<file path="config.mk">
export PLATFORM = sky130hd
export DESIGN_NAME = l2_arbiter
export DESIGN_NICKNAME = d
export VERILOG_FILES = /design/src/rtl/l2_arbiter.sv
export SDC_FILE = /design/constraint.sdc
export NUM_CORES = 1
export LEC_CHECK = 0
export CAP_MARGIN = 20
export CORE_AREA = 2 2 324 326
export DETAILED_ROUTE_END_ITERATION = 7
export DIE_AREA = 0 0 326 328
export REMOVE_ABC_BUFFERS = 1
export SLEW_MARGIN = 10
export SYNTH_ARGS = -nofsm -noshare
export SYNTH_HDL_FRONTEND = slang
export SYNTH_SLANG_ARGS = --single-unit
</file>
<file path="constraint.sdc">
create_clock -name clk -period 2.92 [get_ports clk]
set_input_delay 0.876 -clock clk [delete_from_list [all_inputs] [get_ports clk]]
set_output_delay 0.876 -clock clk [all_outputs]
set_load 0.02 [all_outputs]
</file>
<file path="src/rtl/l2_arbiter.sv">
// l2_arbiter: round-robin sharing of the single L2 port between icache and dcache, one transaction at a time.
module l2_arbiter #(
  parameter int ADDR_WIDTH = 16,
  parameter int LINE_WIDTH = 128
) (
  input  logic                  clk,
  input  logic                  reset_n,
  input  logic                  i_read,
  input  logic                  i_write,
  input  logic [ADDR_WIDTH-1:0] i_address,
  input  logic [LINE_WIDTH-1:0] i_wdata,
  output logic                  i_resp,
  output logic [LINE_WIDTH-1:0] i_rdata,
  input  logic                  d_read,
  input  logic                  d_write,
  input  logic [ADDR_WIDTH-1:0] d_address,
  input  logic [LINE_WIDTH-1:0] d_wdata,
  output logic                  d_resp,
  output logic [LINE_WIDTH-1:0] d_rdata,
  output logic                  l2_read,
  output logic                  l2_write,
  output logic [ADDR_WIDTH-1:0] l2_address,
  output logic [LINE_WIDTH-1:0] l2_wdata,
  input  logic                  l2_mem_resp,
  input  logic [LINE_WIDTH-1:0] l2_rdata
);
  typedef enum logic [1:0] {IDLE, SERVE_I, SERVE_D, RELEASE} state_t;
  state_t state;
  logic   last_d;
  logic   req_i, req_d, grant_d, grant_wr;
  assign req_i    = i_read | i_write;
  assign req_d    = d_read | d_write;
  // On a tie the side that did not win last time gets the port.
  assign grant_d  = req_d & (~req_i | ~last_d);
  assign grant_wr = grant_d ? d_write : i_write;
  always_ff @(posedge clk or negedge reset_n)
    if (!reset_n) begin
      state      <= IDLE;
      last_d     <= 1'b1;
      l2_read    <= 1'b0;
      l2_write   <= 1'b0;
      l2_address <= '0;
      l2_wdata   <= '0;
    end else
      case (state)
        IDLE:
          if (req_i | req_d) begin
            state      <= grant_d ? SERVE_D : SERVE_I;
            last_d     <= grant_d;
            l2_write   <= grant_wr;
            l2_read    <= ~grant_wr;
            l2_address <= grant_d ? d_address : i_address;
            l2_wdata   <= grant_d ? d_wdata : i_wdata;
          end
        SERVE_I, SERVE_D:
          if (l2_mem_resp) begin
            state      <= RELEASE;
            l2_read    <= 1'b0;
            l2_write   <= 1'b0;
            l2_address <= '0;
            l2_wdata   <= '0;
          end
        default: state <= IDLE;
      endcase
  assign i_resp  = (state == SERVE_I) & l2_mem_resp;
  assign d_resp  = (state == SERVE_D) & l2_mem_resp;
  assign i_rdata = (state == SERVE_I) ? l2_rdata : '0;
  assign d_rdata = (state == SERVE_D) ? l2_rdata : '0;
endmodule

</file>
==> out/qor.csv <==
stage;metric;value;unit
synthesis;flops out of synthesis;149;
clocking;CTS tree;done;
pwr;total power;19.25;mW
timing;setup TNS;0;ns
clocking;clock buffer depth;2;
run_status;status;complete, no violations;
global_routing;largest net degree at the start of global routing;57;
global_routing;Overflow after GRT;0;
placement;RePlAce Congestion;0.8287;
global_routing;initial antenna violation count;44;
worst_setup_path;delay-heaviest family, CP;buffers and inverters;
clocking;Reg clk slew, reported paths;0.08;ns
routing;WL/cell;23.61;um
synthesis;most frequent cell after synthesis;and2_1;
worst_setup_path;worst endpoint required time;2.04;ns
job;MaxCap Viol Count;0;
synthesis;distinct lib cells;28;
timing;worst hold margin;0.3215;ns
final_layout;Area growth syn-to-layout;129.6;%
routing;Initial DRC Count;376;
die;fp_density;8.409;%
routing;via/cell ratio;3.248;
worst_setup_path;worst-path maximum fanout;19;
synthesis;Synth area leader;dfrtp_1;
synthesis;yosys stat cell total;801;
synthesis;Syn Std Cell Area;8678;um^2
routing;Residual DRC;0;
timing;FMAX;350.0;MHz
job;tool warnings;30;
timing;Slew @ Worst Pin;0.6281;ns
worst_setup_path;slowest stage delay, CP;0.42;ns
timing;RSZ-0062 raised after global routing;yes;
synthesis;Area leader share;42.68;%
global_routing;global-route wire length before repair;93580;um
synthesis;Syn Inst Count;801;
synthesis;average size of a mapped cell;10.83;um^2
worst_setup_path;Worst EP arrival;1.98;ns
synthesis;top cells by count;and2_1, dfrtp_1, o2bb2ai_1, mux2i_1, clkbuf_1;
pwr;maximum VDD drop;449.3;uV
worst_setup_path;kind of critical path;flop to primary output;
synthesis;Top FF cell, synth;dfrtp_1;
timing;Final setup viols;0;
-- cells by family (layout without fill, tap and decap cells) --
family          after synthesis  after routing  share of synthesized area (%)
compound gates              156            156                          15.67
fa+ha+maj                     4              4                         0.5767
buf+inv                      80            953                          4.974
flops                       149            149                          42.98
mux                         144            144                          16.61
other cells                   0             15                              0
simple gates                268            268                          19.19
-- metal layers --
metal / vias up / global-route usage, % / wire [um] / part of all wire (%)
li1: 4580 / - / - / -
met1: 4767 / 14.66 / 28360 / 39
met2: 525 / 22.99 / 36460 / 50
met3: 79 / 4.493 / 5718 / 7.9
met4: 16 / 3.827 / 1799 / 2.5
met5: - / 0 / 110 / 0.15
-- final cells by class --
class	count	area (um^2)	share of cell area, %
antenna	15	37.54	0.1884
clock buffer	19	452.9	2.273
clock inverter	13	138.9	0.6969
inverter	5	18.77	0.09418
multi-input combinational	572	4629	23.23
sequential	149	3730	18.72
tap	1380	1727	8.665
timing repair buffer	916	9194	46.14
-- timing repair --
item | 4_1_cts | 5_1_grt
resized | 651 | 48
setup endpoints to repair | 233 | 45
buffers inserted | 9 | 0
pin swaps | 1 | 0
gates cloned | 7 | 1
-- worst register-to-register path, delay by kind of cell (launching register included) --
family                 cells  cell delay [ns]
muxes                      1             0.52
DFF                        1             0.55
AOI/OAI and AO/OA          3             0.48
buffers and inverters      1             0.44
-- sequential cells by signal (all words and copies together), names as in the netlist --
| register | count |
|---|---|
| last_d | 1 |
| state | 2 |
| l2_read | 1 |
| l2_address | 16 |
| l2_wdata | 128 |
| l2_write | 1 |
-- placed cells by master (no fill, tap or decap), drive strengths merged, types with 2 or more instances in the layout --
master and count:
a31oi 2, clkdlybuf4s15 88, o2bb2ai 146, clkinv 2
nand2b 2, a21oi 2, nor2 2, buf 235
dlygate4sd2 23, and2 258, mux2i 144, nand2 3
clkdlybuf4s50 566, inv 12, diode 15, o21ai 2
clkbuf 22, clkinvlp 3, ha 4, dfrtp 148
-- worst paths after layout --
kind	endpoint	slack, ns	cells after the start	start
min in group clk	l2_wdata[117]$_DFFE_PN0P_	0.49	1	l2_wdata[117]$_DFFE_PN0P_
min	l2_wdata[7]$_DFFE_PN0P_	0.32	1	reset_n
max	i_rdata[127]	0.06	6	state[0]$_DFFE_PN0P_
max in group asynchronous	last_d$_DFFE_PN1P_	1.87	2	reset_n
max reg2reg	l2_address[7]$_DFFE_PN0P_	0.82	5	last_d$_DFFE_PN1P_
min reg2reg	l2_wdata[117]$_DFFE_PN0P_	0.49	1	l2_wdata[117]$_DFFE_PN0P_
-- power by group --
group / switching [mW] / internal (mW) / leakage (nW)
Sequential: 0.572 / 3.06 / 1.88
Combinational: 7.33 / 5.95 / 6.24
Clock: 1.10 / 1.25 / 0.283
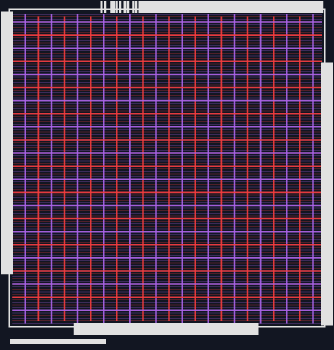
power_grid.png
Bar = 100 um. Pins as bars on the die edge.
Key: VDD = red; VSS = purple
827 signal pins sit on the boundary. 23 straps on met4. 119 met1 rails follow the rows. The core has 118 rows.

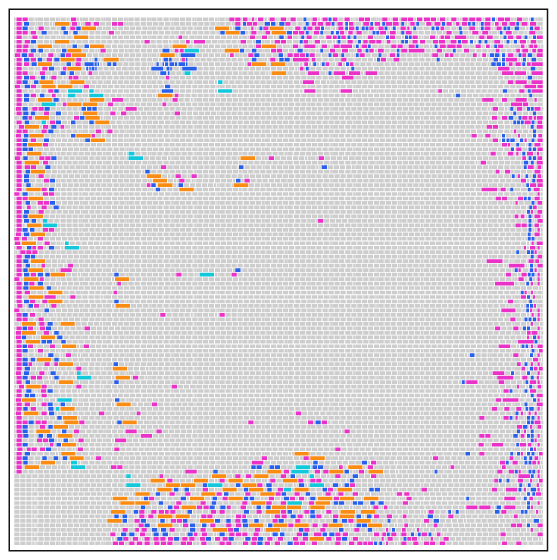
placement_by_type.png
Fill, decap, tap and diode cells in gray.
Key: sequential cells = orange [cells 149, share of their area 21%]; remaining buffers and delay cells = magenta [cells 916, share of their area 51%]; combinational and other logic = blue [cells 577, share of their area 26%]; clock drivers and dummy loads = cyan [cells 32, share of their area 3.3%]
FP Rows: 118
flop share of the area: 18.72%

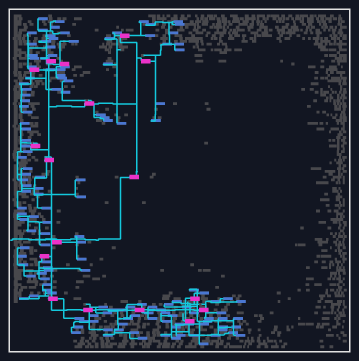
clk_routes.png
Key: clock wires = cyan [length 3,060 um]; flip-flops = blue [count 149]; clock drivers = magenta [count 17]
There are 18 routed clock nets.

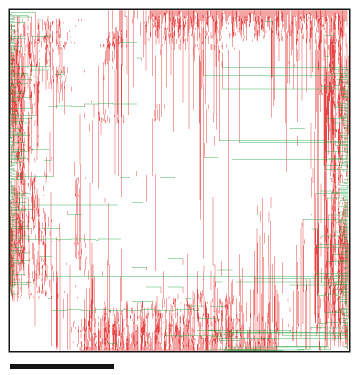
wires.png
Bar = 100 um. Two of the layers only.
Key: metal 2 = red [wire length 36.5 mm]; metal 3 = green [wire length 5,720 um]

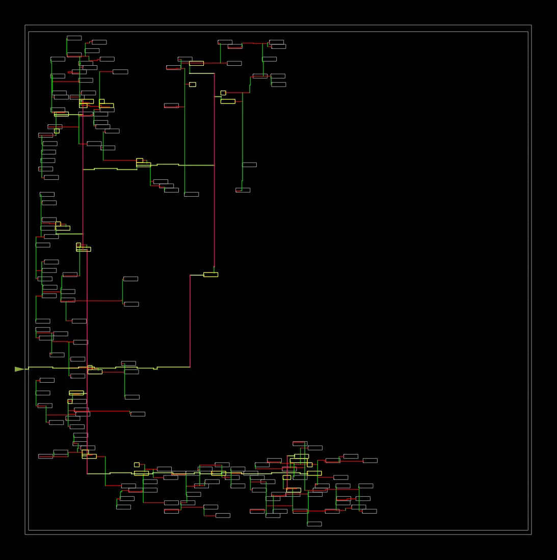
clocks.png
Clock Buffer Count: 19
clk latency late pin: 0.48 ns
Clk power: 2.34 mW
Num CTS Buffers: 17
Seq cells: 149

Power and IR drop assume default switching activity.
